### src/rtl/affine_seq_core.sv
// Programmable affine sequencer: DEPTH-entry program memory, 4xN register file, dual-write multiply-add.
// Define AFFINE_SAT_EN for unsigned saturation of the multiply-add result instead of modulo wrap.
module affine_seq_core #(
    parameter  int N      = 8,
    parameter  int DEPTH  = 16,
    localparam int A      = $clog2(DEPTH),
    localparam int W_INST = 2*N+10
) (
    input  logic              clk_i,
    input  logic              rst_i,
    input  logic              prog_we_i,
    input  logic [A-1:0]      prog_addr_i,
    input  logic [W_INST-1:0] prog_data_i,
    input  logic              start_i,
    input  logic [A-1:0]      len_i,
    input  logic              abort_i,
    input  logic [N-1:0]      ext_data_i,
    output logic              busy_o,
    output logic              done_o,
    output logic [N-1:0]      ext_data_o,
    output logic [A-1:0]      pc_o
);

    typedef enum logic [1:0] {
        S_IDLE,
        S_RUN,
        S_DONE
    } state_t;

    state_t            state;
    logic [A-1:0]      pc;
    logic [A-1:0]      last_pc;
    logic [N-1:0]      regs [4];
    logic [W_INST-1:0] mem  [DEPTH];

    logic [W_INST-1:0] inst;
    logic              frac_c;
    logic              wdual;
    logic [1:0]        mul_a_sel;
    logic [1:0]        add_b_sel;
    logic [1:0]        rd;
    logic [1:0]        rs;
    logic [N-1:0]      imm1;
    logic [N-1:0]      imm2;
    logic [N-1:0]      op_a;
    logic [N-1:0]      op_b;
    logic [2*N-1:0]    product;
    logic [N-1:0]      m_term;
    logic [N:0]        sum;
    logic [N-1:0]      r1;
    logic              unused_bits;

    // NOTE: program memory is deliberately not reset, so a loaded program survives rst_i.
    always_ff @(posedge clk_i) begin
        if (prog_we_i && state != S_RUN)
            mem[prog_addr_i] <= prog_data_i;
    end

    always_comb begin
        inst      = mem[pc];
        frac_c    = inst[2*N+9];
        wdual     = inst[2*N+8];
        mul_a_sel = inst[2*N+7:2*N+6];
        add_b_sel = inst[2*N+5:2*N+4];
        rd        = inst[2*N+3:2*N+2];
        rs        = inst[2*N+1:2*N];
        imm1      = inst[2*N-1:N];
        imm2      = inst[N-1:0];

        case (mul_a_sel)
            2'd0:    op_a = regs[rs];
            2'd1:    op_a = regs[rd];
            2'd2:    op_a = imm1;
            default: op_a = regs[1];
        endcase

        case (add_b_sel)
            2'd0:    op_b = regs[rd];
            2'd1:    op_b = imm1;
            2'd2:    op_b = regs[2];
            default: op_b = '0;
        endcase

        product = {{N{1'b0}}, op_a} * {{N{1'b0}}, imm2};
        // Fractional mode treats the product as Q0.(N-1) and keeps the aligned N bits.
        m_term  = frac_c ? product[2*N-2:N-1] : product[N-1:0];
        sum     = {1'b0, m_term} + {1'b0, op_b};
`ifdef AFFINE_SAT_EN
        r1      = sum[N] ? '1 : sum[N-1:0];
`else
        r1      = sum[N-1:0];
`endif
    end

    assign unused_bits = ^{product[2*N-1], sum[N]};

    always_ff @(posedge clk_i or posedge rst_i) begin
        if (rst_i) begin
            state   <= S_IDLE;
            pc      <= '0;
            last_pc <= '0;
            busy_o  <= 1'b0;
            done_o  <= 1'b0;
            for (int i = 0; i < 4; i++)
                regs[i] <= '0;
        end else begin
            case (state)
                S_IDLE: begin
                    if (start_i) begin
                        state   <= S_RUN;
                        busy_o  <= 1'b1;
                        pc      <= '0;
                        regs[0] <= ext_data_i;
                        // len 0 wraps to DEPTH-1, which selects the full program.
                        last_pc <= len_i - A'(1);
                    end
                end
                S_RUN: begin
                    if (abort_i) begin
                        state  <= S_IDLE;
                        busy_o <= 1'b0;
                    end else begin
                        if (wdual)
                            regs[2] <= regs[rs];
                        // NOTE: the later non-blocking write to the same register wins, so rd==2 overrides wdual.
                        if (rd != 2'd0)
                            regs[rd] <= r1;
                        pc <= pc + A'(1);
                        if (pc == last_pc) begin
                            state  <= S_DONE;
                            busy_o <= 1'b0;
                            done_o <= 1'b1;
                        end
                    end
                end
                default: begin
                    state  <= S_IDLE;
                    done_o <= 1'b0;
                end
            endcase
        end
    end

    assign ext_data_o = regs[1];
    assign pc_o       = pc;

endmodule

### config.mk
export PLATFORM = sky130hd
export DESIGN_NAME = affine_seq_core
export DESIGN_NICKNAME = d
export VERILOG_FILES = /design/src/rtl/affine_seq_core.sv
export SDC_FILE = /design/constraint.sdc
export NUM_CORES = 1
export LEC_CHECK = 0
export CORE_ASPECT_RATIO = 1.25
export CORE_MARGIN = 2
export CORE_UTILIZATION = 53
export DETAILED_ROUTE_END_ITERATION = 10
export GPL_TIMING_DRIVEN = 1
export HOLD_SLACK_MARGIN = 0.06
export PLACE_DENSITY = 0.82
export SYNTH_ARGS = -nofsm -noshare
export SYNTH_HDL_FRONTEND = slang
export SYNTH_SLANG_ARGS = --single-unit
### constraint.sdc
create_clock -name clk_i -period 8.7 [get_ports clk_i]
set_clock_uncertainty 0.05 [all_clocks]
set_input_delay 1.305 -clock clk_i [delete_from_list [all_inputs] [get_ports clk_i]]
set_output_delay 1.305 -clock clk_i [all_outputs]
set_load 0.01 [all_outputs]
==> flow_metrics.py, run 1 <==
# Synthesis and PnR figures
metrics = {
    "run_status": {
        "status": "finished, final reports clean",
    },
    "grt": {
        "grt_pass1_wl_um": 75700,
        "grt-busiest-layer": "met2",
        "grt_pass1_vias": 12300,
        "grt_util_all_layers_pct": 24.9,
        "grt_max_degree": 48,
        "overflow": 0,
    },
    "worst_setup_path": {
        "r2r_end": "regs[7]",
        "cp.depth": 33,
        "crit_end": "regs[7]",
        "cp_slowest_cell": "dfrtp_4",
        "cp_max_fo": 15,
        "cpMostUsedCell": "a21oi_1",
        "cp-startpoint": "pc_o[0]",
        "crit_family": "adder cells",
        "ff2ff_setup_slack_ns": 0.52,
        "worstPathArrival_ns": 8.57,
        "worstReg2RegStart": "pc_o[0]",
        "start_kind": "flip-flop",
        "worstSetupPathType": "flip-flop to flip-flop",
    },
    "place": {
        "placed_area_um2": 22300,
        "gp_congestion": 0.888,
    },
    "yosys": {
        "yosys_warnings": 0,
        "synth.top_cell.area_share_pct": 59.5,
        "ff_type": "edfxtp_1",
        "postSynthCellCount": 1246,
        "seq_area_frac_synth_pct": 64.7,
        "edf_count": 416,
        "synthAdderAreaFrac_pct": 5.99,
        "yosys.area_share.xor_xnor_pct": 1.13,
        "ys_cells": 1246,
        "synthMuxAreaShare_pct": 17.4,
        "yosys.area.top_type": "edfxtp_1",
        "yosysUniqueCellTypes": 53,
        "synthesis.area_um2": 21000,
        "top_cells_by_area": "edfxtp_1 59%, mux4_2 12%, dfrtp_1 5.2%",
        "numSynthFlops": 460,
        "synth.cells.most_frequent": "416 x edfxtp_1, 116 x mux4_2, 94 x nor2_1",
        "synth_nets": 1372,
    },
    "clock_network": {
        "cts_buffer_depth": 3,
        "postCtsSetupBuffers": 0,
        "cts_buffers": 43,
        "cts_hold_buf": 0,
        "clkTransAtPathRegs_ns": 0.07,
        "ctsResizeCount": 0,
    },
    "finish": {
        "biggestCellCategory": "registers",
        "flops": 460,
        "layout.area.seq_um2": 13600,
        "fin_util_pct": 60.9,
        "buffer_area_share_pct": 4.08,
        "final_cell_mix": "416 x edfxtp_1, 116 x mux4_2, 82 x nor2_1, 69 x inv_1, 66 x nand2_1",
        "final.fill_count": 2671,
        "diodes": 0,
        "comb_area_share_pct": 29.3,
        "comb.multi_input.count": 657,
        "n_all_buffers": 108,
        "inv_count": 71,
        "logic_area_um2": 6980,
        "largest_register_ffs": 416,
        "final_layout_size_suffix_gt1_share_pct": 23.0,
        "syn_to_final_growth_pct": 13.5,
        "clkbuf_count": 51,
    },
    "final_timing": {
        "fin_ws_ns": 0.521,
        "hold_viol_final": 0,
        "slew_headroom_pct": 19.0,
        "setup_violations": 0,
        "tightest_slew_ns": 1.21,
        "period_needed_ns": 8.18,
        "whs_ns": 0.446,
        "setup_tns_ns": 0,
        "fin_crit_sh_pct": 94.0,
    },
    "floorplan": {
        "ios": 61,
        "fp_util_pct": 53.7,
    },
    "detailed_routing": {
        "highest_layer": "met5",
        "dr.first_iter.drc_count": 1245,
        "drc": 0,
        "wl_per_cell_um": 26.8,
        "wl_met1_um": 18100,
    },
    "min_path": {
        "hold_start": "done_o",
        "hold_path_depth": 1,
        "hold_path_class": "flip-flop to flip-flop",
    },
    "job": {
        "maxCapViolations": 0,
    },
}
**Run 1: met1 routing**

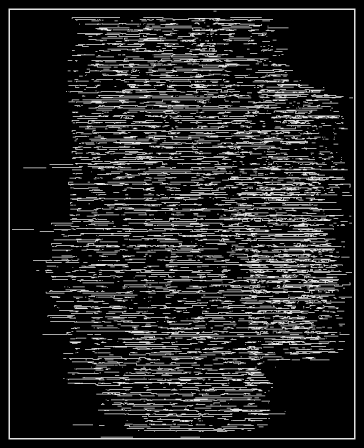
main direction	horizontal
wire length on this layer	18100 um
share of all routed wire	36%
DRT Wirelength: 50100 um
vias: 11.9k
met1 GRT Util: 30.4%

**Run 1: signal wires on met2**

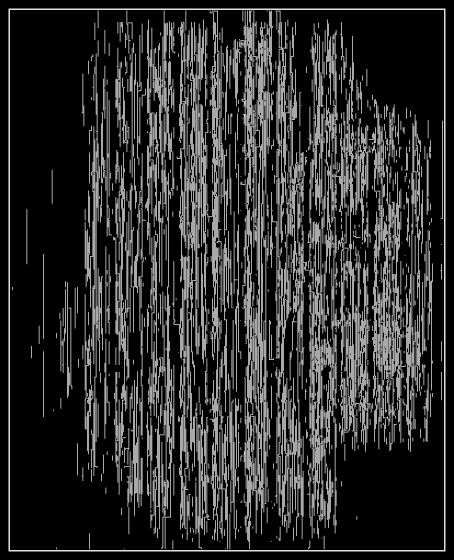
nets with wire on the layer	1331
wire length on this layer	26.3 mm
longest straight run	81.6 um
share of all routed wire	52%

**Run 1: M3 wires**

Scale bar: 50 um.
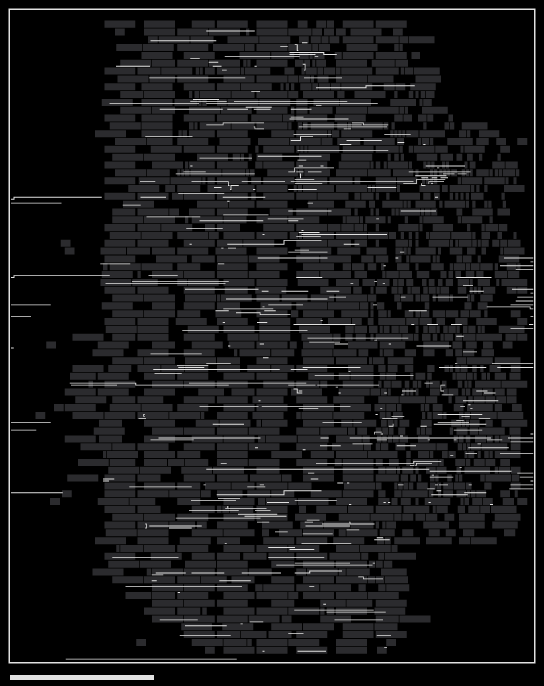
wire length on this layer	3570 um
main direction	horizontal
share of all routed wire	7.1%

**Run 1: M4 wires**

Scale bar: 50 um.
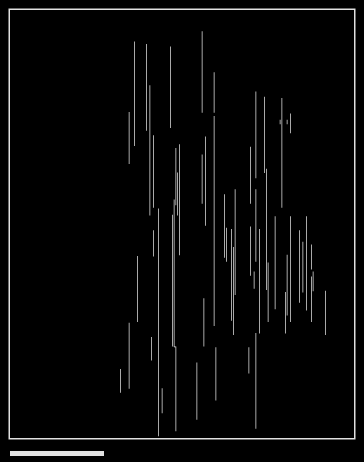
longest straight run	120 um
share of all routed wire	4.3%

## Run 2: what changed since run 1
--- a/config.mk
+++ b/config.mk
@@ -5,6 +5,7 @@
 export SDC_FILE = /design/constraint.sdc
 export NUM_CORES = 1
 export LEC_CHECK = 0
+export ABC_CLOCK_PERIOD_IN_PS = 9000
 export CORE_ASPECT_RATIO = 1.25
 export CORE_MARGIN = 2
 export CORE_UTILIZATION = 53
@@ -12,6 +13,7 @@
 export GPL_TIMING_DRIVEN = 1
 export HOLD_SLACK_MARGIN = 0.06
 export PLACE_DENSITY = 0.82
+export SLEW_MARGIN = 20
 export SYNTH_ARGS = -nofsm -noshare
 export SYNTH_HDL_FRONTEND = slang
 export SYNTH_SLANG_ARGS = --single-unit
==> constraint.sdc (replaced) <==
create_clock -name clk_i -period 9 [get_ports clk_i]
set_clock_uncertainty 0.05 [all_clocks]
set_input_delay 1.35 -clock clk_i [delete_from_list [all_inputs] [get_ports clk_i]]
set_output_delay 1.35 -clock clk_i [all_outputs]
set_load 0.01 [all_outputs]
**Run 2: signal wires on met2**

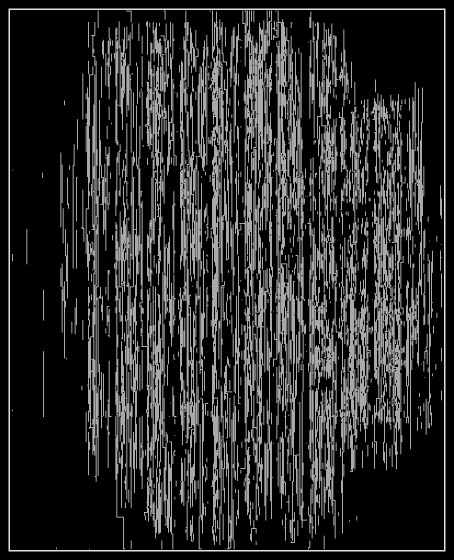
main direction	vertical
longest straight run	83.3 um
vias: 11.7k
met2 Usage GRT: 42.3%

**Run 2: met1 routing**

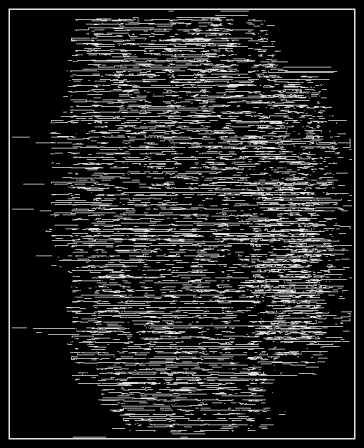
longest straight run	83.7 um
main direction	horizontal
share of all routed wire	37%
met1 GRT Util: 30.6%
DRT Wirelength: 49800 um

**Run 2: M3 wires**

Scale bar: 50 um.
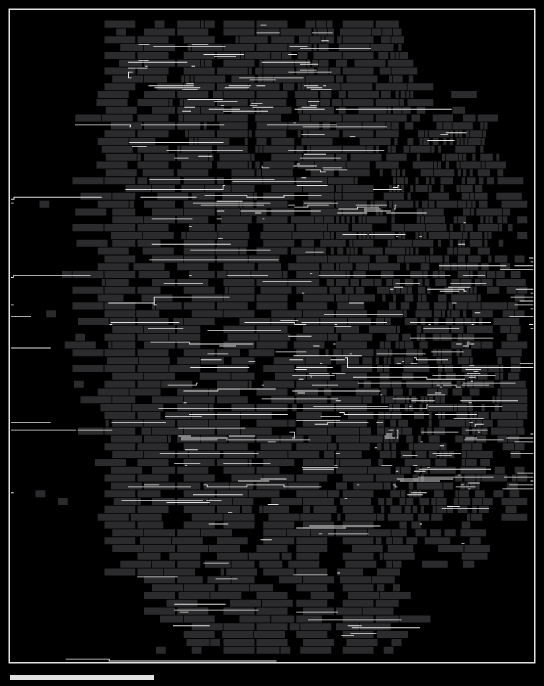
share of all routed wire	7.5%
wire length on this layer	3710 um
grt met3 use: 4.13%

==> flow_metrics.py, run 2 <==
# Synthesis and PnR figures
metrics = {
    "finish": {
        "comb_area_share_pct": 29.3,
        "diodes": 2,
        "syn_to_final_growth_pct": 13.5,
        "flops": 460,
        "buffer_area_share_pct": 4.24,
        "biggestCellCategory": "registers",
        "largest_register_ffs": 416,
        "final_cell_area_um2": 23800,
        "comb.multi_input.count": 657,
        "final_cell_mix": "416 x edfxtp_1, 116 x mux4_2, 82 x nor2_1, 69 x inv_1, 65 x nand2_1",
        "inv_count": 71,
        "seq_share_pct": 57.0,
        "finalNonFillerCells": 1863,
        "final.fill_count": 2680,
        "final_layout_size_suffix_gt1_share_pct": 22.0,
        "fin_util_pct": 61.0,
        "layout.area.seq_um2": 13600,
        "logic_area_um2": 6990,
        "clkbuf_count": 55,
        "n_all_buffers": 96,
    },
    "grt": {
        "grt_pass1_vias": 12100,
        "overflow": 0,
        "grt_pass1_wl_um": 74300,
        "antenna_found_initial": 1,
        "grt_util_all_layers_pct": 24.5,
        "grt-busiest-layer": "met2",
        "grt_max_degree": 58,
    },
    "final_timing": {
        "tightest_slew_ns": 1.15,
        "period_needed_ns": 8.48,
        "fin_crit_sh_pct": 94.3,
        "fin_ws_ns": 0.515,
        "slew_headroom_pct": 23.4,
        "setup_tns_ns": 0,
        "max_freq_mhz": 118,
        "hold_viol_final": 0,
        "whs_ns": 0.436,
        "setup_violations": 0,
    },
    "worst_setup_path": {
        "cp-startpoint": "pc_o[1]",
        "worstReg2RegStart": "pc_o[1]",
        "r2r_end": "ext_data_o[7]",
        "ff2ff_setup_slack_ns": 0.52,
        "cpMostUsedCell": "a21oi_1",
        "worstSetupPathType": "flip-flop to flip-flop",
        "worst_r2r_path_depth": 29,
        "crit_family": "adder cells",
        "crit_end": "ext_data_o[7]",
        "cp_max_fo": 23,
        "cp.depth": 29,
        "crit_required_ns": 9.38,
        "start_kind": "flip-flop",
        "worstPathArrival_ns": 8.86,
        "cp_slowest_cell": "mux4_2",
    },
    "floorplan": {
        "ios": 61,
        "core_area_um2": 39100,
        "n_tap_cell": 498,
        "die_y_um": 227,
        "rows": 81,
        "fp_util_pct": 53.7,
    },
    "min_path": {
        "hold_path_class": "flip-flop to flip-flop",
        "hold_start": "done_o",
        "hold_path_depth": 1,
    },
    "clock_network": {
        "clockRootBuffer": "clkbuf_16",
        "ctsResizeCount": 0,
        "postCtsSetupBuffers": 0,
        "clock_latency_ns": 0.55,
        "clkTransAtPathRegs_ns": 0.07,
        "cts_buffers": 43,
        "h-tree-depth": 2,
        "cts_buffer_depth": 3,
        "cts_hold_buf": 0,
    },
    "yosys": {
        "synth.cells.most_frequent": "416 x edfxtp_1, 116 x mux4_2, 94 x nor2_1",
        "top_cells_by_area": "edfxtp_1 59%, mux4_2 12%, dfrtp_1 5.2%",
        "edf_count": 416,
        "synth.top_cell.area_share_pct": 59.5,
        "postSynthCellCount": 1246,
        "yosys.area.top_type": "edfxtp_1",
        "yosys_warnings": 0,
        "synthAdderAreaFrac_pct": 5.99,
        "seq_area_frac_synth_pct": 64.7,
        "synthAoiAreaFrac_pct": 3.60,
        "synthMuxAreaShare_pct": 17.4,
        "numSynthFlops": 460,
        "ys_area_um2": 21000,
        "synthesis.area_um2": 21000,
        "yosys.area_share.xor_xnor_pct": 1.13,
        "synth_nets": 1372,
        "ff_type": "edfxtp_1",
        "ys_cells": 1246,
        "yosysUniqueCellTypes": 53,
    },
    "place": {
        "dp_hpwl_um": 28800,
        "gp_congestion": 0.930,
        "placed_area_um2": 22300,
    },
    "detailed_routing": {
        "wl_per_cell_um": 26.7,
        "dr_wl_met3_um": 3710,
        "drc": 0,
        "drtPass1Iterations": 5,
        "dr.first_iter.drc_count": 1200,
        "wl_met1_um": 18200,
        "viasPerCell": 6.26,
        "highest_layer": "met5",
        "antenna_left": 0,
    },
    "run_status": {
        "status": "finished, final reports clean",
    },
    "job": {
        "maxCapViolations": 0,
    },
}
## Run 3: what changed since run 2
--- a/config.mk
+++ b/config.mk
@@ -10,9 +10,10 @@
 export CORE_MARGIN = 2
 export CORE_UTILIZATION = 53
 export DETAILED_ROUTE_END_ITERATION = 10
-export GPL_TIMING_DRIVEN = 1
+export DONT_BUFFER_PORTS = 1
+export GPL_TIMING_DRIVEN = 0
 export HOLD_SLACK_MARGIN = 0.06
-export PLACE_DENSITY = 0.82
+export PLACE_DENSITY = 0.8
 export SLEW_MARGIN = 20
 export SYNTH_ARGS = -nofsm -noshare
 export SYNTH_HDL_FRONTEND = slang
**Run 3: M3 wires**

Scale bar: 50 um.
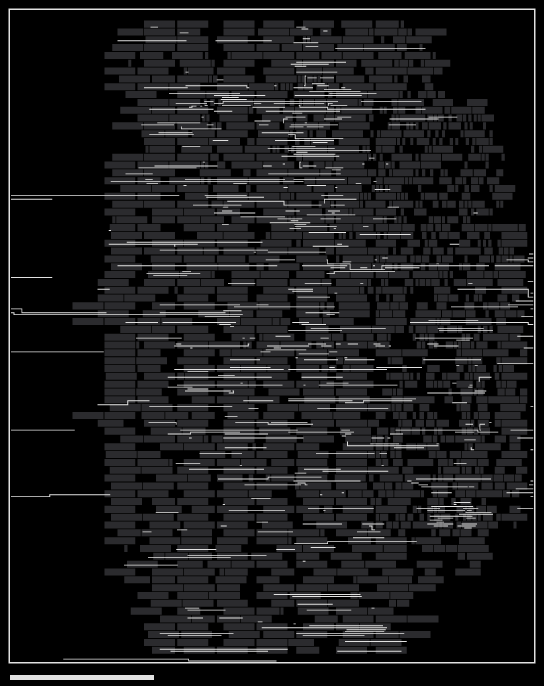
longest straight run	79.4 um
nets with wire on the layer	217
main direction	horizontal
wire length on this layer	4750 um
vias: 12.0k
DRT Wirelength: 53000 um
grt met3 use: 4.69%

**Run 3: routing congestion**

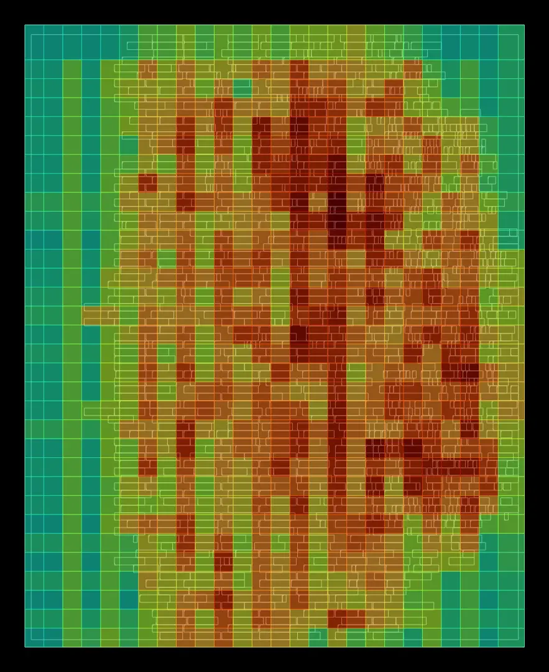
Total GRT Usage: 26.1%
Final Util: 60.9%

**Run 3: M4 wires**

Scale bar: 50 um.
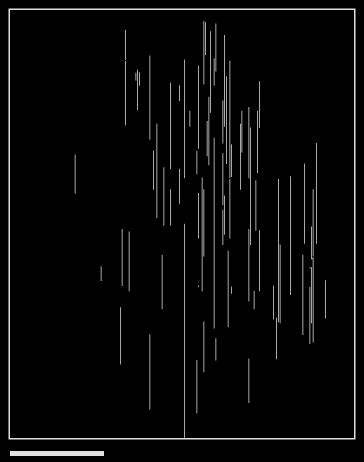
main direction	vertical
share of all routed wire	4.6%
wire length on this layer	2430 um
longest straight run	113 um

==> flow_metrics.py, run 3 <==
# Synthesis and PnR figures
metrics = {
    "worst_setup_path": {
        "cp_slowest_cell": "mux4_2",
        "worstPathArrival_ns": 8.96,
        "cpMostUsedCell": "a21oi_1",
        "critPathCaptureType": "flip-flop",
        "worstReg2RegStart": "pc_o[0]",
        "max_stage_delay_ns": 0.57,
        "worstSetupPathType": "flip-flop to flip-flop",
        "cp-startpoint": "pc_o[0]",
        "crit_end": "ext_data_o[7]",
        "worst_r2r_path_depth": 34,
        "cp.depth": 34,
        "r2r_end": "ext_data_o[7]",
        "cp_max_fo": 10,
        "crit_required_ns": 9.38,
        "crit_family": "adder cells",
        "start_kind": "flip-flop",
    },
    "clock_network": {
        "cts_sinks": 460,
        "clock_latency_ns": 0.55,
        "clockRootBuffer": "clkbuf_16",
        "cts_hold_buf": 0,
        "cts_buffers": 41,
        "postCtsSetupBuffers": 0,
        "ctsResizeCount": 34,
        "h-tree-depth": 2,
        "cts_buffer_depth": 3,
        "clkTransAtPathRegs_ns": 0.07,
    },
    "detailed_routing": {
        "wl_per_cell_um": 28.6,
        "wl_met1_um": 18700,
        "drc": 0,
        "antenna_left": 0,
        "dr.first_iter.drc_count": 1366,
        "drtPass1Iterations": 6,
        "viasPerCell": 6.49,
        "dr_wl_met3_um": 4750,
    },
    "grt": {
        "use_met1_pct": 32.2,
        "grt_pass1_vias": 12400,
        "grt-busiest-layer": "met2",
        "grt_max_degree": 30,
        "antenna_found_initial": 1,
        "grt_pass1_wl_um": 78400,
        "overflow": 0,
        "use_met2_pct": 45.7,
    },
    "finish": {
        "logic_area_um2": 7090,
        "flops": 460,
        "final_cell_mix": "416 x edfxtp_1, 116 x mux4_2, 82 x nor2_1, 69 x inv_1, 65 x nand2_1",
        "syn_to_final_growth_pct": 13.5,
        "final.fill_count": 2651,
        "largest_register_ffs": 416,
        "regMostFlops": "mem",
        "diodes": 0,
        "biggestCellCategory": "registers",
        "layout.area.seq_um2": 13600,
        "final_layout_size_suffix_gt1_share_pct": 26.1,
        "final_cell_area_um2": 23800,
        "buffer_area_share_pct": 4.03,
        "clkbuf_count": 54,
        "comb_area_share_pct": 29.7,
        "inv_count": 71,
        "final_common_cell": "edfxtp_1",
        "n_all_buffers": 96,
        "finalNonFillerCells": 1855,
    },
    "floorplan": {
        "dieArea_um2": 41300,
        "core_area_um2": 39100,
        "ios": 61,
        "die_w_um": 182,
        "fp_util_pct": 53.7,
        "n_tap_cell": 498,
        "die_y_um": 227,
        "rows": 81,
    },
    "yosys": {
        "synthAdderAreaFrac_pct": 5.99,
        "seq_area_frac_synth_pct": 64.7,
        "top_cells_by_area": "edfxtp_1 59%, mux4_2 12%, dfrtp_1 5.2%",
        "ys_area_um2": 21000,
        "yosys_warnings": 0,
        "synthesis.area_um2": 21000,
        "edf_count": 416,
        "synthMuxAreaShare_pct": 17.4,
        "synth.cells.most_frequent": "416 x edfxtp_1, 116 x mux4_2, 94 x nor2_1",
        "numSynthFlops": 460,
        "postSynthCellCount": 1246,
        "yosysUniqueCellTypes": 53,
        "synth.top_cell.area_share_pct": 59.5,
        "synthAoiAreaFrac_pct": 3.60,
        "synth_nets": 1372,
        "yosys.area_share.xor_xnor_pct": 1.13,
        "ff_type": "edfxtp_1",
        "ys_cells": 1246,
    },
    "run_status": {
        "status": "finished, final reports clean",
    },
    "place": {
        "placed_area_um2": 22200,
        "placement.io_buffers": 0,
        "place_inst": 1773,
        "dp_hpwl_um": 34600,
        "gp_congestion": 0.904,
    },
    "final_timing": {
        "period_needed_ns": 8.58,
        "tightest_slew_ns": 1.11,
        "drv_slew": 0,
        "fin_crit_sh_pct": 95.4,
        "fin_ws_ns": 0.418,
        "setup_violations": 0,
        "hold_viol_final": 0,
        "whs_ns": 0.469,
        "slew_headroom_pct": 25.9,
        "setup_tns_ns": 0,
    },
    "min_path": {
        "hold_path_class": "flip-flop to flip-flop",
        "hold_path_depth": 2,
        "hold_start": "regs[1]",
    },
}
